### config.mk
export PLATFORM = sky130hd
export DESIGN_NAME = atomic_op_controller_flat
export DESIGN_NICKNAME = d
export VERILOG_FILES = /design/src/rtl/atomic_pkg.sv /design/src/rtl/atomic_op_controller_if.sv /design/src/rtl/atomic_regfile.sv /design/src/rtl/atomic_op_controller.sv /design/src/flat_wrapper.sv
export SDC_FILE = /design/constraint.sdc
export NUM_CORES = 1
export LEC_CHECK = 0
export CAP_MARGIN = 20
export CORE_ASPECT_RATIO = 1.25
export CORE_UTILIZATION = 24
export DETAILED_ROUTE_END_ITERATION = 8
export SLEW_MARGIN = 20
export SYNTH_ARGS = -nofsm -noshare
export SYNTH_HDL_FRONTEND = slang
export SYNTH_SLANG_ARGS = --single-unit
### constraint.sdc
create_clock -name clk -period 14.4 [get_ports clk]
set_clock_uncertainty 0.15 [all_clocks]
set_input_delay 1.44 -clock clk [delete_from_list [all_inputs] [get_ports clk]]
set_output_delay 1.44 -clock clk [all_outputs]
set_load 0.02 [all_outputs]
### src/rtl/atomic_pkg.sv
// -----------------------------------------------------------------------------
// atomic_pkg
// Shared types for the atomic ALU command sequencer:
//   opcode_e  - named opcodes the controller interprets (others pass through raw)
//   state_e   - controller FSM encoding
//   flags_t   - ALU flag bundle {o, c, z, n}
//   cmd_width - packed command width for a given register address width
// -----------------------------------------------------------------------------
package atomic_pkg;

  localparam int OPCODE_W = 3;

  // Only the codes the controller itself treats specially are named; codes
  // 3'b010..3'b110 travel to the ALU unchanged.
  typedef enum logic [OPCODE_W-1:0] {
    OP_ADD = 3'b000,
    OP_SUB = 3'b001,
    OP_CAS = 3'b111
  } opcode_e;

  typedef enum logic {
    IDLE = 1'b0,
    EVAL = 1'b1
  } state_e;

  typedef struct packed {
    logic o;
    logic c;
    logic z;
    logic n;
  } flags_t;

  // Command layout is {opcode, addr1, addr2, addr3}, MSB first.
  function automatic int cmd_width(input int addr_w);
    return OPCODE_W + 3 * addr_w;
  endfunction

endpackage

### src/rtl/atomic_op_controller_if.sv
// -----------------------------------------------------------------------------
// atomic_op_controller_if
// Bundles the command handshake, the ALU operand/result path and the debug
// read port of atomic_op_controller.
//   master : command source + external ALU + debug reader (the environment)
//   slave  : the controller
// Signals:
//   cmd_valid/cmd_ready/command      command handshake
//   alu_op_code/data_a/data_b        operands driven to the ALU
//   alu_result, O, C, Z, N           combinational ALU response
//   flags_q                          {O,C,Z,N} latched from last non-CAS op
//   done, cas_ok                     completion pulse and CAS outcome
//   dbg_addr/dbg_data                combinational register file peek
// -----------------------------------------------------------------------------
interface atomic_op_controller_if
  import atomic_pkg::*;
#(
  parameter int DATA_W = 32,
  parameter int NREGS  = 8
);

  localparam int ADDR_W = $clog2(NREGS);
  localparam int CMD_W  = cmd_width(ADDR_W);

  logic                cmd_valid;
  logic                cmd_ready;
  logic [CMD_W-1:0]    command;

  logic [OPCODE_W-1:0] alu_op_code;
  logic [DATA_W-1:0]   data_a;
  logic [DATA_W-1:0]   data_b;
  logic [DATA_W-1:0]   alu_result;
  logic                O;
  logic                C;
  logic                Z;
  logic                N;

  logic [3:0]          flags_q;
  logic                done;
  logic                cas_ok;

  logic [ADDR_W-1:0]   dbg_addr;
  logic [DATA_W-1:0]   dbg_data;

  modport master (
    output cmd_valid, command, alu_result, O, C, Z, N, dbg_addr,
    input  cmd_ready, alu_op_code, data_a, data_b, flags_q, done, cas_ok,
           dbg_data
  );

  modport slave (
    input  cmd_valid, command, alu_result, O, C, Z, N, dbg_addr,
    output cmd_ready, alu_op_code, data_a, data_b, flags_q, done, cas_ok,
           dbg_data
  );

endinterface

### src/rtl/atomic_regfile.sv
// -----------------------------------------------------------------------------
// atomic_regfile
// NREGS x DATA_W register file for the atomic sequencer.
// Ports:
//   clk, rst                 clock, asynchronous active-high reset (all regs 0)
//   rd_addr_a/b/c, rd_data_* three combinational read ports
//   dbg_addr, dbg_data       combinational debug read port
//   wr_en, wr_addr, wr_data  general write port
//   status_we, status_data   dedicated write to the last register (STATUS_IDX);
//                            wins over the general port on an address clash
// -----------------------------------------------------------------------------
module atomic_regfile #(
  parameter int DATA_W = 32,
  parameter int NREGS  = 8
) (
  input  logic                     clk,
  input  logic                     rst,
  input  logic [$clog2(NREGS)-1:0] rd_addr_a,
  input  logic [$clog2(NREGS)-1:0] rd_addr_b,
  input  logic [$clog2(NREGS)-1:0] rd_addr_c,
  output logic [DATA_W-1:0]        rd_data_a,
  output logic [DATA_W-1:0]        rd_data_b,
  output logic [DATA_W-1:0]        rd_data_c,
  input  logic [$clog2(NREGS)-1:0] dbg_addr,
  output logic [DATA_W-1:0]        dbg_data,
  input  logic                     wr_en,
  input  logic [$clog2(NREGS)-1:0] wr_addr,
  input  logic [DATA_W-1:0]        wr_data,
  input  logic                     status_we,
  input  logic [DATA_W-1:0]        status_data
);

  localparam int                ADDR_W     = $clog2(NREGS);
  localparam logic [ADDR_W-1:0] STATUS_IDX = ADDR_W'(NREGS - 1);

  logic [DATA_W-1:0] mem [NREGS];

  assign rd_data_a = mem[rd_addr_a];
  assign rd_data_b = mem[rd_addr_b];
  assign rd_data_c = mem[rd_addr_c];
  assign dbg_data  = mem[dbg_addr];

  // NOTE: the array is reset, so it maps onto flops rather than a RAM macro;
  // that is intended here - the file is tiny and must read as zero after reset.
  always_ff @(posedge clk or posedge rst) begin
    if (rst) begin
      for (int i = 0; i < NREGS; i++) begin
        mem[i] <= '0;
      end
    end else begin
      if (wr_en) begin
        mem[wr_addr] <= wr_data;
      end
      // Issued after the general write so it takes priority when both target
      // STATUS_IDX in the same cycle.
      if (status_we) begin
        mem[STATUS_IDX] <= status_data;
      end
    end
  end

endmodule

### src/rtl/atomic_op_controller.sv
// -----------------------------------------------------------------------------
// atomic_op_controller
// Two-state command sequencer in front of an external combinational ALU.
// IDLE accepts a command and registers the ALU operands; EVAL writes the ALU
// result (or the CAS outcome) back, pulses done and returns to IDLE.
// CAS {loc, new, expected}: the ALU subtracts expected from rf[loc]; Z=1 swaps
// rf[new] into loc, Z=0 returns the observed value into the expected register.
// The status register (last entry) records the CAS outcome.
// Ports:
//   clk  rising-edge clock
//   rst  asynchronous active-high reset
//   bus  atomic_op_controller_if.slave (handshake, ALU path, flags, debug read)
// -----------------------------------------------------------------------------
module atomic_op_controller
  import atomic_pkg::*;
#(
  parameter int DATA_W = 32,
  parameter int NREGS  = 8
) (
  input  logic                   clk,
  input  logic                   rst,
  atomic_op_controller_if.slave  bus
);

  localparam int ADDR_W = $clog2(NREGS);
  localparam int CMD_W  = cmd_width(ADDR_W);

  localparam logic [0:0] S_IDLE = IDLE;
  localparam logic [0:0] S_EVAL = EVAL;

  // ---------------------------------------------------------------------------
  // Command decode
  // ---------------------------------------------------------------------------
  logic [OPCODE_W-1:0] cmd_op;
  logic [ADDR_W-1:0]   cmd_a1;
  logic [ADDR_W-1:0]   cmd_a2;
  logic [ADDR_W-1:0]   cmd_a3;
  logic                cmd_is_cas;

  assign cmd_op     = bus.command[CMD_W-1 -: OPCODE_W];
  assign cmd_a1     = bus.command[3*ADDR_W-1 -: ADDR_W];
  assign cmd_a2     = bus.command[2*ADDR_W-1 -: ADDR_W];
  assign cmd_a3     = bus.command[ADDR_W-1:0];
  assign cmd_is_cas = (cmd_op == OP_CAS);

  // ---------------------------------------------------------------------------
  // State and registered outputs
  // ---------------------------------------------------------------------------
  logic [0:0]          state;
  logic                cas_q;
  logic [ADDR_W-1:0]   a1_q;
  logic [ADDR_W-1:0]   a2_q;
  logic [ADDR_W-1:0]   a3_q;
  logic [OPCODE_W-1:0] op_code_q;
  logic [DATA_W-1:0]   data_a_q;
  logic [DATA_W-1:0]   data_b_q;
  flags_t              flags_r;
  logic                done_q;
  logic                cas_ok_q;

  logic                accept;
  logic                in_eval;

  assign accept  = bus.cmd_valid && (state == S_IDLE);
  assign in_eval = (state == S_EVAL);

  // ---------------------------------------------------------------------------
  // Register file
  // ---------------------------------------------------------------------------
  logic [ADDR_W-1:0] rd_b_addr;
  logic [DATA_W-1:0] rf_a;
  logic [DATA_W-1:0] rf_b;
  logic [DATA_W-1:0] swap_val;
  logic              wr_en;
  logic [ADDR_W-1:0] wr_addr;
  logic [DATA_W-1:0] wr_data;
  logic              status_we;
  logic [DATA_W-1:0] status_data;

  // A CAS compares rf[loc] against rf[expected], so port B follows addr3.
  assign rd_b_addr = cmd_is_cas ? cmd_a3 : cmd_a2;

  atomic_regfile #(
    .DATA_W (DATA_W),
    .NREGS  (NREGS)
  ) u_regfile (
    .clk         (clk),
    .rst         (rst),
    .rd_addr_a   (cmd_a1),
    .rd_addr_b   (rd_b_addr),
    .rd_addr_c   (a2_q),
    .rd_data_a   (rf_a),
    .rd_data_b   (rf_b),
    .rd_data_c   (swap_val),
    .dbg_addr    (bus.dbg_addr),
    .dbg_data    (bus.dbg_data),
    .wr_en       (wr_en),
    .wr_addr     (wr_addr),
    .wr_data     (wr_data),
    .status_we   (status_we),
    .status_data (status_data)
  );

  // ---------------------------------------------------------------------------
  // Writeback selection (EVAL only)
  // The swap value is read during EVAL through port C: nothing is written
  // between accept and EVAL, so this still sees the pre-command contents.
  // ---------------------------------------------------------------------------
  // NOTE: every signal gets a default at the top of the block so no path can
  // leave it unassigned - that is what keeps always_comb from inferring latches.
  always_comb begin
    wr_en       = 1'b0;
    wr_addr     = a3_q;
    wr_data     = bus.alu_result;
    status_we   = 1'b0;
    status_data = '0;
    if (in_eval) begin
      wr_en = 1'b1;
      if (cas_q) begin
        status_we   = 1'b1;
        status_data = DATA_W'(bus.Z);
        if (bus.Z) begin
          wr_addr = a1_q;
          wr_data = swap_val;
        end else begin
          wr_addr = a3_q;
          wr_data = data_a_q;
        end
      end
    end
  end

  // ---------------------------------------------------------------------------
  // FSM and operand/flag registers
  // ---------------------------------------------------------------------------
  // NOTE: non-blocking assignments throughout, so every register samples the
  // values present before the edge regardless of statement order.
  always_ff @(posedge clk or posedge rst) begin
    if (rst) begin
      state     <= S_IDLE;
      cas_q     <= 1'b0;
      a1_q      <= '0;
      a2_q      <= '0;
      a3_q      <= '0;
      op_code_q <= '0;
      data_a_q  <= '0;
      data_b_q  <= '0;
      flags_r   <= '0;
      done_q    <= 1'b0;
      cas_ok_q  <= 1'b0;
    end else begin
      done_q   <= 1'b0;
      cas_ok_q <= 1'b0;
      if (state == S_IDLE) begin
        if (accept) begin
          cas_q     <= cmd_is_cas;
          a1_q      <= cmd_a1;
          a2_q      <= cmd_a2;
          a3_q      <= cmd_a3;
          data_a_q  <= rf_a;
          data_b_q  <= rf_b;
          op_code_q <= cmd_is_cas ? OP_SUB : cmd_op;
          state     <= S_EVAL;
        end
      end else begin
        done_q   <= 1'b1;
        cas_ok_q <= cas_q && bus.Z;
        if (!cas_q) begin
          flags_r <= '{o: bus.O, c: bus.C, z: bus.Z, n: bus.N};
        end
        state <= S_IDLE;
      end
    end
  end

  assign bus.cmd_ready   = (state == S_IDLE);
  assign bus.alu_op_code = op_code_q;
  assign bus.data_a      = data_a_q;
  assign bus.data_b      = data_b_q;
  assign bus.flags_q     = flags_r;
  assign bus.done        = done_q;
  assign bus.cas_ok      = cas_ok_q;

endmodule

### src/flat_wrapper.sv
// flat-port wrapper written by rule: the top's interface ports become plain ports
module atomic_op_controller_flat import atomic_pkg::*;
#(
  parameter int DATA_W = 32,
  parameter int NREGS  = 8
)
  (clk, rst, bus_cmd_valid, bus_command, bus_alu_result, bus_O, bus_C, bus_Z, bus_N, bus_dbg_addr, bus_cmd_ready, bus_alu_op_code, bus_data_a, bus_data_b, bus_flags_q, bus_done, bus_cas_ok, bus_dbg_data);
  atomic_op_controller_if #(.DATA_W(DATA_W), .NREGS(NREGS)) bus_i ();
  input  logic clk;
  input  logic rst;
  input wire logic [$bits(bus_i.cmd_valid)-1:0] bus_cmd_valid;
  input wire logic [$bits(bus_i.command)-1:0] bus_command;
  input wire logic [$bits(bus_i.alu_result)-1:0] bus_alu_result;
  input wire logic [$bits(bus_i.O)-1:0] bus_O;
  input wire logic [$bits(bus_i.C)-1:0] bus_C;
  input wire logic [$bits(bus_i.Z)-1:0] bus_Z;
  input wire logic [$bits(bus_i.N)-1:0] bus_N;
  input wire logic [$bits(bus_i.dbg_addr)-1:0] bus_dbg_addr;
  output wire logic [$bits(bus_i.cmd_ready)-1:0] bus_cmd_ready;
  output wire logic [$bits(bus_i.alu_op_code)-1:0] bus_alu_op_code;
  output wire logic [$bits(bus_i.data_a)-1:0] bus_data_a;
  output wire logic [$bits(bus_i.data_b)-1:0] bus_data_b;
  output wire logic [$bits(bus_i.flags_q)-1:0] bus_flags_q;
  output wire logic [$bits(bus_i.done)-1:0] bus_done;
  output wire logic [$bits(bus_i.cas_ok)-1:0] bus_cas_ok;
  output wire logic [$bits(bus_i.dbg_data)-1:0] bus_dbg_data;
  assign bus_i.cmd_valid = bus_cmd_valid;
  assign bus_i.command = bus_command;
  assign bus_i.alu_result = bus_alu_result;
  assign bus_i.O = bus_O;
  assign bus_i.C = bus_C;
  assign bus_i.Z = bus_Z;
  assign bus_i.N = bus_N;
  assign bus_i.dbg_addr = bus_dbg_addr;
  assign bus_cmd_ready = bus_i.cmd_ready;
  assign bus_alu_op_code = bus_i.alu_op_code;
  assign bus_data_a = bus_i.data_a;
  assign bus_data_b = bus_i.data_b;
  assign bus_flags_q = bus_i.flags_q;
  assign bus_done = bus_i.done;
  assign bus_cas_ok = bus_i.cas_ok;
  assign bus_dbg_data = bus_i.dbg_data;
  atomic_op_controller #(.DATA_W(DATA_W), .NREGS(NREGS)) u_core (.clk(clk), .rst(rst), .bus(bus_i));
endmodule
==> flow_summary_export.csv, run 1 <==
group,metric,value,unit
outcome,status,"completed",
cts,cts_sinks,340,
floorplan,dieArea,97920,µm²
yosys,ys_cells,1629,
drt,drc,0,
sta,setup_viol,0,
power_and_ir_drop,swShare,0.3577,
placed_design,place_congestion,0.8085,
drt,drtIter0Drc,1437,
yosys,avgSynthCellArea,14.24,µm²
drt,via_per_inst,5.532,
yosys,netlist_area,23200,µm²
finish,final_cell_mix,"dfrtp_1, mux4_2, clkdlybuf4s50_1, mux2_2, mux2i_1",
critical_path,cp.arrival,4240,ps
critical_path,critical-path-max-stage-delay,870,ps
yosys,netlist_instances,1629,
finish,n_antenna_cell,0,
grt,grt_pass1_wl,125500,µm
yosys,synthFlopType,"dfrtp_1",
cts,clk_path_buf_depth,3,
power_and_ir_drop,p_seq_frac,0.387,
yosys,yosysWarnings,0,
finish,area_growth,17.44,%
power_and_ir_drop,intPower,3241,µW
critical_path,end_kind,"output port",
yosys,area_leaders,"dfrtp_1, mux4_2, mux2_2",
yosys,edf_count,0,
placed_design,dp_slack,8481,ps
yosys,ys_ff,340,
critical_path,required,12810,ps
yosys,synth_cell_types,59,
power_and_ir_drop,p_per_area,185.2,nW/µm²
placed_design,dp_hpwl,51700,µm
sta,slew_headroom,0.2299,
floorplan,rows,127,
finish,nets,1752,
cts,postCtsSetupBuffers,0,
drt,ant_nets,0,
grt,antenna_found_initial,8,
cts,cts-root-buf,"clkbuf_16",
cts,clk_pin_slew_worst_paths,60,ps
sta,worst_pin_slew,1155,ps
cts,h-tree-depth,2,
sta,fmax,171.5,MHz
floorplan,die_w,280.1,µm
yosys,synthTopCellsByCount,"dfrtp_1, mux4_2, mux2_2",
power_and_ir_drop,p_leak,0.01060,µW
run,warning_count,30,
cts,clk_latency,560,ps
grt,gr-total-overflow,0,
power_and_ir_drop,pwr-share-comb,0.401,
power_and_ir_drop,clkPwrFrac,0.211,
sta,hold_viol_final,0,
sta,tns,0,ps
power_and_ir_drop,total_power,5045,µW
yosys,largest_area_cell,"dfrtp_1",
cts,hold_buffers,0,
critical_path,crit_path_start_kind,"input port",
yosys,postSynthSeqShare,0.3668,
drt,dr.pass1.iters,5,
finish,drive_gt1_frac,0.3791,
drt,vias,16680,
critical_path,regToRegSetupSlack,10730,ps
power_and_ir_drop,vdd_drop_max,97.82,µV
cts,cts_resized,0,
cts,cts_made_buffers,38,
power_and_ir_drop,p_switching,1804,µW
critical_path,cp_cell_sequence,"buf_4 > buf_4 > mux4_2 > mux2_2 > clkdlybuf4s50_1",
critical_path,cpMaxStageDelayCell,"buf_4",
critical_path,crit_type,"input port to output port",
critical_path,crit_path_frequent_cell,"buf_4",
yosys,syn_nets,1683,
sta,rsz0062_at_grt,"no",
yosys,most_common_cell,"dfrtp_1",
sta,fin_ws,8569,ps
hold_path,hold_class,"flop to flop",
yosys,top_area_frac,0.3668,
cts,cts_tree,"done",
floorplan,coreArea,95820,µm²
floorplan,fp_util,0.2421,
grt,grt_pass1_vias,17600,
yosys,async_reset_ff_frac,1.000,
run,maxCapViolations,0,
grt,grt_max_degree,167,
==> run 1: final timing paths <==
check | start | endpoint | cells past startpoint
max | bus_dbg_addr[0] | bus_dbg_data[24] | 5
max in group asynchronous | rst | u_core.a2_q[2]$_DFFE_PP0P_ | 4
min in group asynchronous | rst | u_core.bus.data_a[13]$_DFFE_PP0P_ | 2
min | u_core.bus.alu_op_code[0]$_DFFE_PP0P_ | u_core.bus.alu_op_code[0]$_DFFE_PP0P_ | 2
min reg2reg | u_core.bus.alu_op_code[0]$_DFFE_PP0P_ | u_core.bus.alu_op_code[0]$_DFFE_PP0P_ | 2
max reg2reg | u_core.in_eval$_DFF_PP0_ | u_core.bus.data_b[6]$_DFFE_PP0P_ | 6
==> run 1: layout make-up <==
type	instances	area [µm²]
fillers	9573	68570
multi-input cells	1077	13740
flip-flops and latches	340	8516
repair buffers	188	1832
well taps	1290	1614
clock buffers	52	1157
inverters	53	206.4
clock inverters	15	180.2
==> run 1: metrics by stage <==
step           cells  area [µm²]  utilization  hold WS, ps
5_1_grt         3015       27240       0.2843        366.7
3_5_place_dp    2946       25850       0.2698        325.1
3_3_place_gp    2946       25850       0.2698        312.0
2_1_floorplan   1629       23200            -        198.7
6_report        3015       27240       0.2843        336.7
4_1_cts         3013       27190       0.2838        341.1
==> run 1: power groups by stage <==
stage	clock network (µW)	registers, µW	logic (µW)
finish	1070	1950	2020
global route	1120	2020	2160
CTS	1090	1930	2040
detailed placement	0	1950	2040
global placement	0	1900	2000
floorplan	0	1800	1450
==> run 1: routing by layer <==
metal | part of all wire | GRT usage
met2 | 0.49 | 0.2881
met5 | 0.0010 | 0
met3 | 0.079 | 0.04166
met4 | 0.047 | 0.08520
met1 | 0.38 | 0.2118
==> run 1: sequential cells by signal (all words and copies together) (netlist names) <==
register                count
u_core.cas_q                1
u_core.bus.data_a          32
u_core.a1_q                 3
u_core.bus.done             1
u_core.a3_q                 3
u_core.a2_q                 3
u_core.bus.alu_op_code      3
u_core.in_eval              1
u_core.bus.cas_ok           1
u_core.bus.data_b          32
u_core.bus.flags_q          4
u_core.u_regfile.mem      256
==> run 1: critical path: cells and delay by family <==
kind                   cells  cell delay (ps)
muxes                      2              930
buffers and inverters      3             1810
==> run 1: kinds of logic (layout without fill, tap and decap cells) <==
logic type             after synthesis  count (layout)  synth area share
muxes                              642             642            0.4635
DFF                                340             340            0.3668
AOI/OAI and AO/OA                  263             263           0.09061
buffers and inverters              212             308           0.04417
and+or+nand+nor                    172             172           0.03500
Fig. 1: run 1, wiring by layer
Only two layers are drawn.
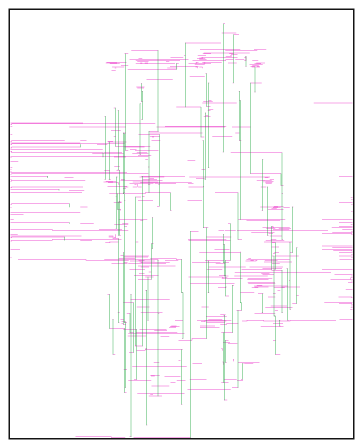
metal 4 -> green  # wire length 3990 µm
metal 3 -> magenta  # wire length 6720 µm
Total Routed Length: 85210 µm
total track usage: 0.1742
wire per inst: 28.26 µm

Fig. 2: run 1, congestion heat map
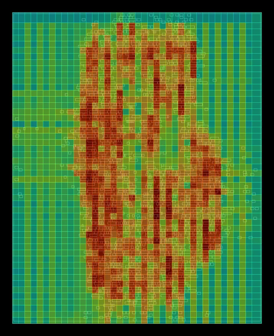
GR peak layer: met2
final core utilization: 0.2843
GRT met1 Usage: 0.2118

Fig. 3: run 1, nets reached from selected ports
Bar = 100 µm.
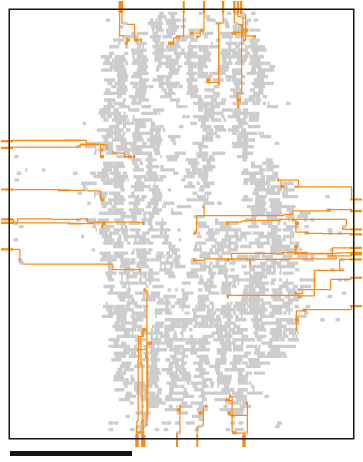
bus_alu_result -> orange  # bits 32, direction input, edge 10 right, 8 bottom, 8 top, 6 left, end cells 57, wire 2540 µm
IO Pins: 160
port buffer count: 159

Fig. 4: run 1, signal wires on met1
Bar = 100 µm. Supply wires on this layer in grey.
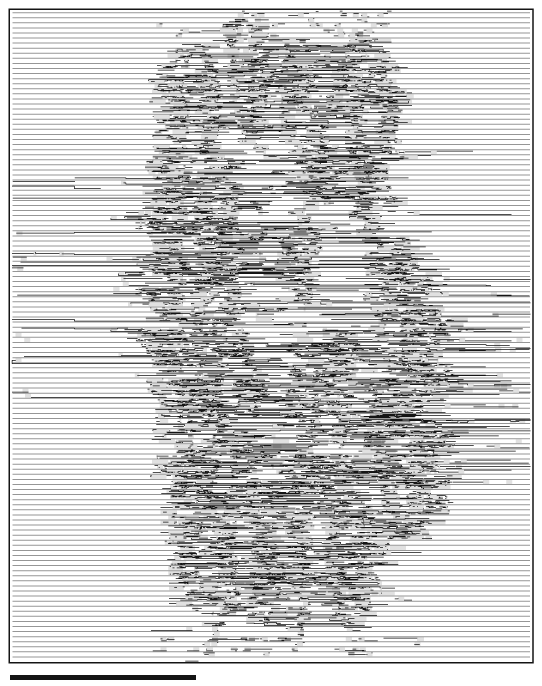

--- run 2 (diff from run 1) ---
==> constraint.sdc (replaced) <==
create_clock -name clk -period 6.1 [get_ports clk]
set_clock_uncertainty 0.15 [all_clocks]
set_input_delay 0.61 -clock clk [delete_from_list [all_inputs] [get_ports clk]]
set_output_delay 0.61 -clock clk [all_outputs]
set_load 0.02 [all_outputs]
Fig. 5: run 2, signal wires on met1
Bar = 100 µm. Supply wires on this layer in grey.
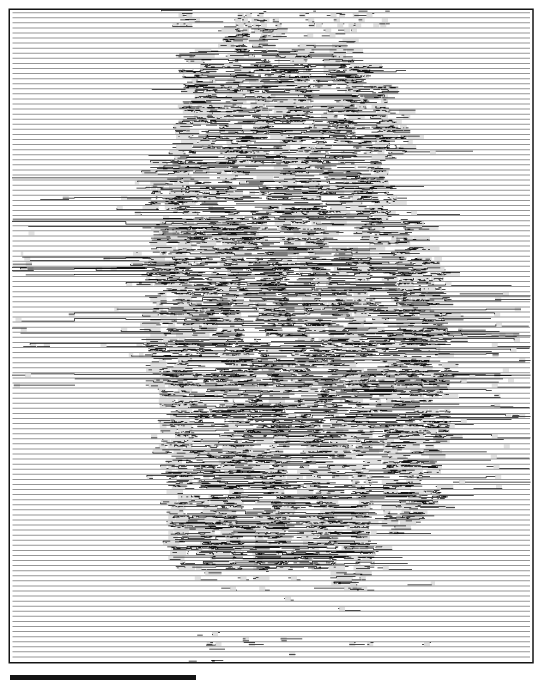
share of all routed wire = 39%
longest straight run = 106 µm
nets with wire on the layer = 1627
wire length on this layer = 32.6 mm
main direction = horizontal
GRT met1 Usage: 0.2159
total number of vias: 16690
Total Routed Length: 84770 µm

Fig. 6: run 2, nets reached from selected ports
Bar = 100 µm.
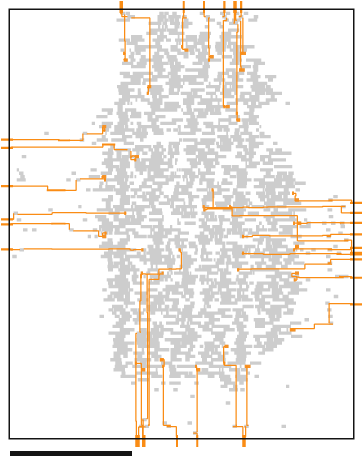
bus_alu_result -> orange  # bits 32, direction input, edge 10 right, 8 bottom, 8 top, 6 left, end cells 57, wire 2810 µm

Fig. 7: run 2, congestion heat map
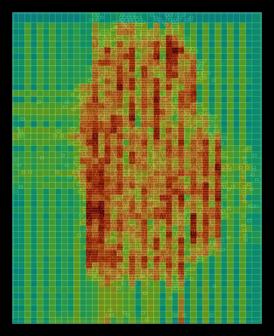
met3 Use GR: 0.03919
final core utilization: 0.2835

==> flow_summary_export.csv, run 2 <==
group,metric,value,unit
outcome,status,"completed",
floorplan,fp_util,0.2421,
cts,clk_path_buf_depth,3,
yosys,synthTopCellsByCount,"dfrtp_1, mux4_2, mux2_2",
finish,n_antenna_cell,0,
yosys,netlist_area,23200,µm²
finish,drive_gt1_frac,0.3765,
yosys,area_leaders,"dfrtp_1, mux4_2, mux2_2",
critical_path,cpLargestDelayFamily,"simple AND/OR/NAND/NOR gates",
grt,gr-total-overflow,0,
critical_path,crit_type,"flop to flop",
sta,rsz0062_at_grt,"no",
critical_path,critical_path.max_fanout,20,
yosys,most_common_cell,"dfrtp_1",
grt,grt_pass1_vias,17330,
yosys,netlist_instances,1629,
finish,regMostFlops,"u_core.u_regfile.mem",
sta,worst_pin_slew,1206,ps
yosys,synth_cell_types,59,
floorplan,dieArea,97920,µm²
critical_path,cpMaxStageDelayCell,"dfrtp_1",
placed_design,placed_cell_area,25850,µm²
critical_path,required,6440,ps
yosys,ys_cells,1629,
placed_design,dp_slack,1876,ps
cts,h-tree-depth,2,
yosys,async_reset_ff_frac,1.000,
placed_design,dp.cells,2944,
hold_path,min_to,"u_core.bus.alu_op_code[2]$_DFFE_PP0P_",
hold_path,worstHoldStart,"u_core.bus.alu_op_code[2]$_DFFE_PP0P_",
drt,dr.pass1.iters,5,
yosys,largest_area_cell,"dfrtp_1",
power_and_ir_drop,p_per_area,437.3,nW/µm²
grt,grt_pass1_wl,124100,µm
cts,clk_latency,560,ps
grt,grt_max_degree,176,
critical_path,crit_path_start_kind,"flop",
critical_path,reg2reg_depth,6,
drt,ant_nets,0,
cts,cts_tree,"done",
placed_design,dp_hpwl,51690,µm
sta,tns,0,ps
finish,final_cell_mix,"dfrtp_1, mux4_2, clkdlybuf4s50_1, mux2_2, mux2i_1",
grt,grt_usage,0.1722,
floorplan,rows,127,
sta,fin_ws,2115,ps
yosys,top_area_frac,0.3668,
finish,filler_cell_count,9564,
cts,cts_made_buffers,39,
finish,final_area,27160,µm²
power_and_ir_drop,p_leak,0.01055,µW
critical_path,cp.arrival,4330,ps
yosys,yosysWarnings,0,
yosys,postSynthSeqShare,0.3668,
drt,drc,0,
sta,slew_headroom,0.1960,
run,warning_count,28,
placed_design,numPortBuffers,159,
yosys,syn_nets,1683,
hold_path,holdPathStages,2,
power_and_ir_drop,vdd_drop_max,196.7,µV
grt,antenna_found_initial,9,
drt,via_per_inst,5.536,
critical_path,r2r-end,"u_core.u_regfile.mem[30]$_DFFE_PP0P_",
yosys,avgSynthCellArea,14.24,µm²
yosys,edf_count,0,
cts,clk_pin_slew_worst_paths,70,ps
finish,area_growth,17.08,%
finish,nets,1750,
finish,largest_reg_flops,256,
floorplan,ios,160,
finish,fin_cells,3014,
cts,hold_buffers,0,
critical_path,regToRegSetupSlack,2110,ps
yosys,synthFlopType,"dfrtp_1",
sta,fmax,250.9,MHz
run,maxCapViolations,0,
sta,hold_viol_final,0,
floorplan,die_w,280.1,µm
critical_path,path_buffers,2,
critical_path,cp_cell_sequence,"nand3_2 > inv_2 > mux2_2 > nor3_4 > buf_4 > a22o_1",
floorplan,coreArea,95820,µm²
grt,gr-usage-met2,0.2807,
sta,setup_viol,0,
placed_design,place_congestion,0.8167,
critical_path,end_kind,"flop",
critical_path,critical-path-max-stage-delay,1060,ps
cts,cts_resized,0,
[run 2: metal layers]
| metal | routed length, µm | up-vias |
|---|---|---|
| met5 | 81 | - |
| met4 | 3738 | 16 |
| met3 | 7140 | 203 |
| met2 | 41180 | 891 |
| met1 | 32630 | 8885 |
| li1 | - | 6690 |
[run 2: cell type report]
class / count / area (µm²) / share of cell area
Sequential cell: 340 / 8516 / 0.3135
Multi-Input combinational cell: 1077 / 13740 / 0.5059
Timing Repair Buffer: 185 / 1805 / 0.06648
Inverter: 53 / 202.7 / 0.007463
Clock inverter: 15 / 137.6 / 0.005067
Tap cell: 1290 / 1614 / 0.05943
Clock buffer: 54 / 1145 / 0.04215
[run 2: tightest hold or removal path, delay by kind of cell (launching register included)]
family	cells	cell delay, ps
simple gates	2	100
flops	1	340
[run 2: cell families (layout without fill, tap and decap cells)]
kind of cell,count (synthesis),in the layout,synth area share
AND-OR/OR-AND,263,263,0.09061
buffers and inverters,212,307,0.04417
flip-flops,340,340,0.3668
multiplexers,642,642,0.4635
AND/OR/NAND/NOR,172,172,0.03500
[run 2: worst max path at each step]
stage,end,from,depth (start not counted),slack (ps)
after floorplan,u_core.a1_q[0]$_DFFE_PP0P_,rst,1,790
after global placement,u_core.u_regfile.mem[25]$_DFFE_PP0P_,bus_Z,7,1960
after detailed placement,u_core.u_regfile.mem[27]$_DFFE_PP0P_,bus_Z,7,1880
after CTS,bus_dbg_data[31],bus_dbg_addr[0],5,2160
after global routing,u_core.u_regfile.mem[29]$_DFFE_PP0P_,u_core.in_eval$_DFF_PP0_,6,2060
final,u_core.u_regfile.mem[30]$_DFFE_PP0P_,u_core.in_eval$_DFF_PP0_,6,2110
[run 2: stage by stage]
step	total power (µW)	hold WS, ps
after floorplan	7672	198.7
after global placement	9240	306.1
after detailed placement	9447	310.6
after CTS	11900	326.4
after global routing	12460	367.1
final	11880	329.1
[run 2: report_power, final]
group / leakage [µW] / switching (µW) / internal (µW)
registers: 0.00413 / 1430 / 3200
clock network: 0.000635 / 1020 / 1400
logic: 0.00579 / 1880 / 2960
Fig. 8: run 2, wiring by layer
Only two layers are drawn.
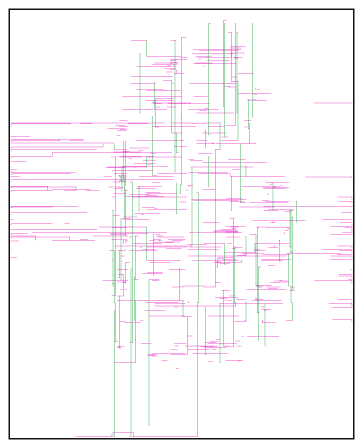

--- run 3 (diff from run 2) ---
==> constraint.sdc (replaced) <==
create_clock -name clk -period 4 [get_ports clk]
set_clock_uncertainty 0.15 [all_clocks]
set_input_delay 0.4 -clock clk [delete_from_list [all_inputs] [get_ports clk]]
set_output_delay 0.4 -clock clk [all_outputs]
set_load 0.02 [all_outputs]
Fig. 9: run 3, wiring by layer
Only two layers are drawn.
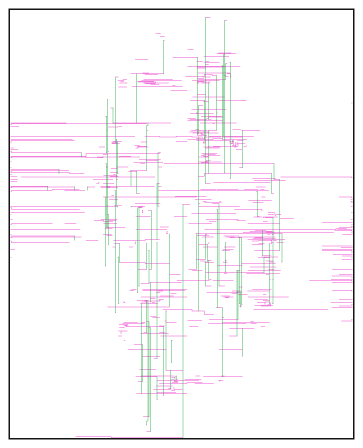
metal 3 -> magenta  # wire length 7090 µm
metal 4 -> green  # wire length 3710 µm
total number of vias: 16920
total track usage: 0.1700
wire per inst: 27.56 µm
Total Routed Length: 83980 µm

Fig. 10: run 3, nets reached from selected ports
Bar = 100 µm.
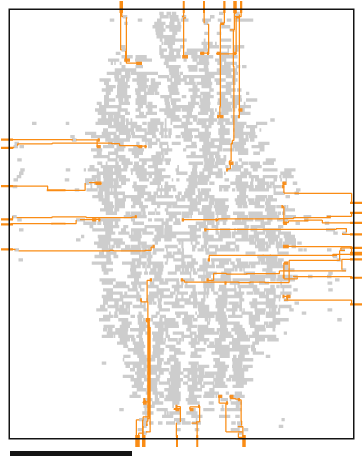
bus_alu_result -> orange  # bits 32, direction input, edge 10 right, 8 bottom, 8 top, 6 left, end cells 57, wire 2770 µm

Fig. 11: run 3, where the registers sit
Bar = 100 µm.
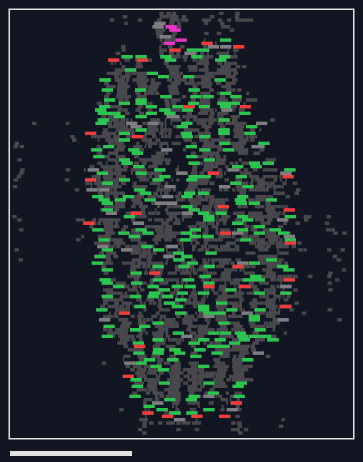
u_core.bus.data_a -> red  # flops 32
u_core.u_regfile.mem -> green  # flops 256
u_core.bus.flags_q -> magenta  # flops 4, where top middle
final core utilization: 0.2876
Seq. cell area: 8516 µm²
sequential cell power: 7090 µW
flop share of the area: 0.3090

==> flow_summary_export.csv, run 3 <==
group,metric,value,unit
critical_path,critical_path.startpoint,"bus_dbg_addr[0]",
cts,cts_sinks,340,
critical_path,crit_path_frequent_cell,"buf_4",
critical_path,crit_type,"input port to output port",
run,warning_count,29,
critical_path,cp_cell_sequence,"buf_4 > buf_4 > mux4_2 > mux2_2 > clkdlybuf4s50_1",
sta,rsz0062_at_grt,"no",
hold_path,hold_class,"input port to async pin",
drt,drc,0,
floorplan,fp_util,0.2421,
cts,clk_pin_slew_worst_paths,60,ps
cts,hold_buffers,0,
cts,cts_resized,0,
yosys,area_leaders,"dfrtp_1, mux4_2, mux2_2",
drt,dr.pass1.iters,6,
sta,setup_viol,0,
critical_path,r2r-end,"u_core.u_regfile.mem[42]$_DFFE_PP0P_",
critical_path,critical_path.max_fanout,18,
placed_design,place_congestion,0.8248,
yosys,mux_share,0.4635,
yosys,most_common_cell,"dfrtp_1",
cts,h-tree-depth,2,
outcome,status,"completed",
yosys,synthTopCellsByCount,"dfrtp_1, mux4_2, mux2_2",
yosys,ys_sh_aoi,0.09061,
grt,antenna_found_initial,8,
power_and_ir_drop,vdd_drop_max,280.3,µV
yosys,ys_ff,340,
grt,grt_max_degree,105,
power_and_ir_drop,p_leak,0.01077,µW
floorplan,rows,127,
finish,nets,1784,
grt,grt_pass1_vias,17250,
finish,regMostFlops,"u_core.u_regfile.mem",
placed_design,dp_hpwl,54480,µm
finish,fin_cells,3047,
critical_path,reg2reg_depth,5,
cts,clk_path_buf_depth,3,
floorplan,die_w,280.1,µm
finish,n_antenna_cell,0,
yosys,top_area_frac,0.3668,
drt,ant_nets,0,
critical_path,regToRegSetupSlack,870,ps
critical_path,end_kind,"output port",
placed_design,dp.cells,2981,
floorplan,coreArea,95820,µm²
sta,slew_headroom,0.2690,
yosys,ys_sh_simple,0.03500,
yosys,logic_family,"multiplexers",
cts,postCtsSetupBuffers,0,
yosys,synthXorXnorAreaFrac,0,
critical_path,cp.arrival,2580,ps
sta,worst_pin_slew,1096,ps
drt,drtIter0Drc,1368,
cts,cts_made_buffers,37,
yosys,netlist_area,23200,µm²
placed_design,numPortBuffers,159,
yosys,syn_nets,1683,
critical_path,required,3450,ps
yosys,synth_cell_types,59,
yosys,async_reset_ff_frac,1.000,
sta,fmax,319.2,MHz
critical_path,worstReg2RegStart,"u_core.a2_q[0]$_DFFE_PP0P_",
yosys,synthFlopType,"dfrtp_1",
yosys,avgSynthCellArea,14.24,µm²
run,maxCapViolations,0,
floorplan,ios,160,
yosys,yosysWarnings,0,
cts,cts-root-buf,"clkbuf_16",
yosys,postSynthSeqShare,0.3668,
sta,hold_viol_final,0,
yosys,largest_area_cell,"dfrtp_1",
grt,grt_pass1_wl,123200,µm
floorplan,dieArea,97920,µm²
cts,cts_tree,"done",
yosys,synth-adder-area-share,0,
finish,final_cell_mix,"dfrtp_1, mux4_2, clkdlybuf4s50_1, mux2_2, mux2i_1",
cts,clk_latency,560,ps
critical_path,crit_path_start_kind,"input port",
critical_path,cpMaxStageDelayCell,"clkdlybuf4s50_1",
## run 3: cell counts after synthesis
Identical to the previous run, type by type.
## run 3: area by class of cell
type,instances,area (µm²),share of cell area
Clock inverter,6,36.28,0.001317
Clock buffer,60,1185,0.04300
Sequential cell,340,8516,0.3090
Tap cell,1290,1614,0.05857
Multi-Input combinational cell,1077,13740,0.4986
Timing Repair Buffer,221,2265,0.08218
Inverter,53,202.7,0.007355
## run 3: per-layer routing
metal | global-route usage | share of wire | vias to the layer above
met4 | 0.07371 | 0.044 | 16
met3 | 0.04093 | 0.084 | 208
met5 | 0 | 0.0011 | -
met1 | 0.2103 | 0.38 | 9039
li1 | - | - | 6739
met2 | 0.2809 | 0.49 | 916
## run 3: metrics by stage
step                hold slack [ps]  total power [µW]  area [µm²]  setup WS (ps)  setup TNS (ps)
floorplan                     198.7             11700       23200          -1097         -372820
CTS                           135.9             17980       27560          846.8               0
global placement              313.7             14080       26340          889.2               0
detailed placement            332.9             14400       26340          847.7               0
global route                  167.8             18820       27560          771.5               0
finish                        124.1             17950       27560          867.4               0
## run 3: cells by family (layout without fill, tap and decap cells)
logic type / after synthesis / in the layout
AND-OR/OR-AND: 263 / 263
buffers and inverters: 212 / 340
flip-flops: 340 / 340
multiplexers: 642 / 642
AND/OR/NAND/NOR: 172 / 172
## run 3: worst max path at each step
stage                                  to  cells past startpoint
5_1_grt                  bus_dbg_data[16]                      5
6_report                 bus_dbg_data[16]                      5
2_1_floorplan  u_core.a1_q[0]$_DFFE_PP0P_                      1
4_1_cts                  bus_dbg_data[16]                      5
3_3_place_gp             bus_dbg_data[16]                      5
3_5_place_dp             bus_dbg_data[16]                      5
## run 3: power by group
part	leakage (µW)	internal (µW)	switching, µW
registers	0.00413	4880	2210
clock network	0.000604	2020	1500
logic	0.00603	4550	2790
## run 3: worst max-delay path, delay by kind of cell
| family | cells | cell delay [ps] |
|---|---|---|
| buffers and inverters | 3 | 1270 |
| muxes | 2 | 870 |
Power figures rest on the tool's default switching activity, not on a simulated workload.
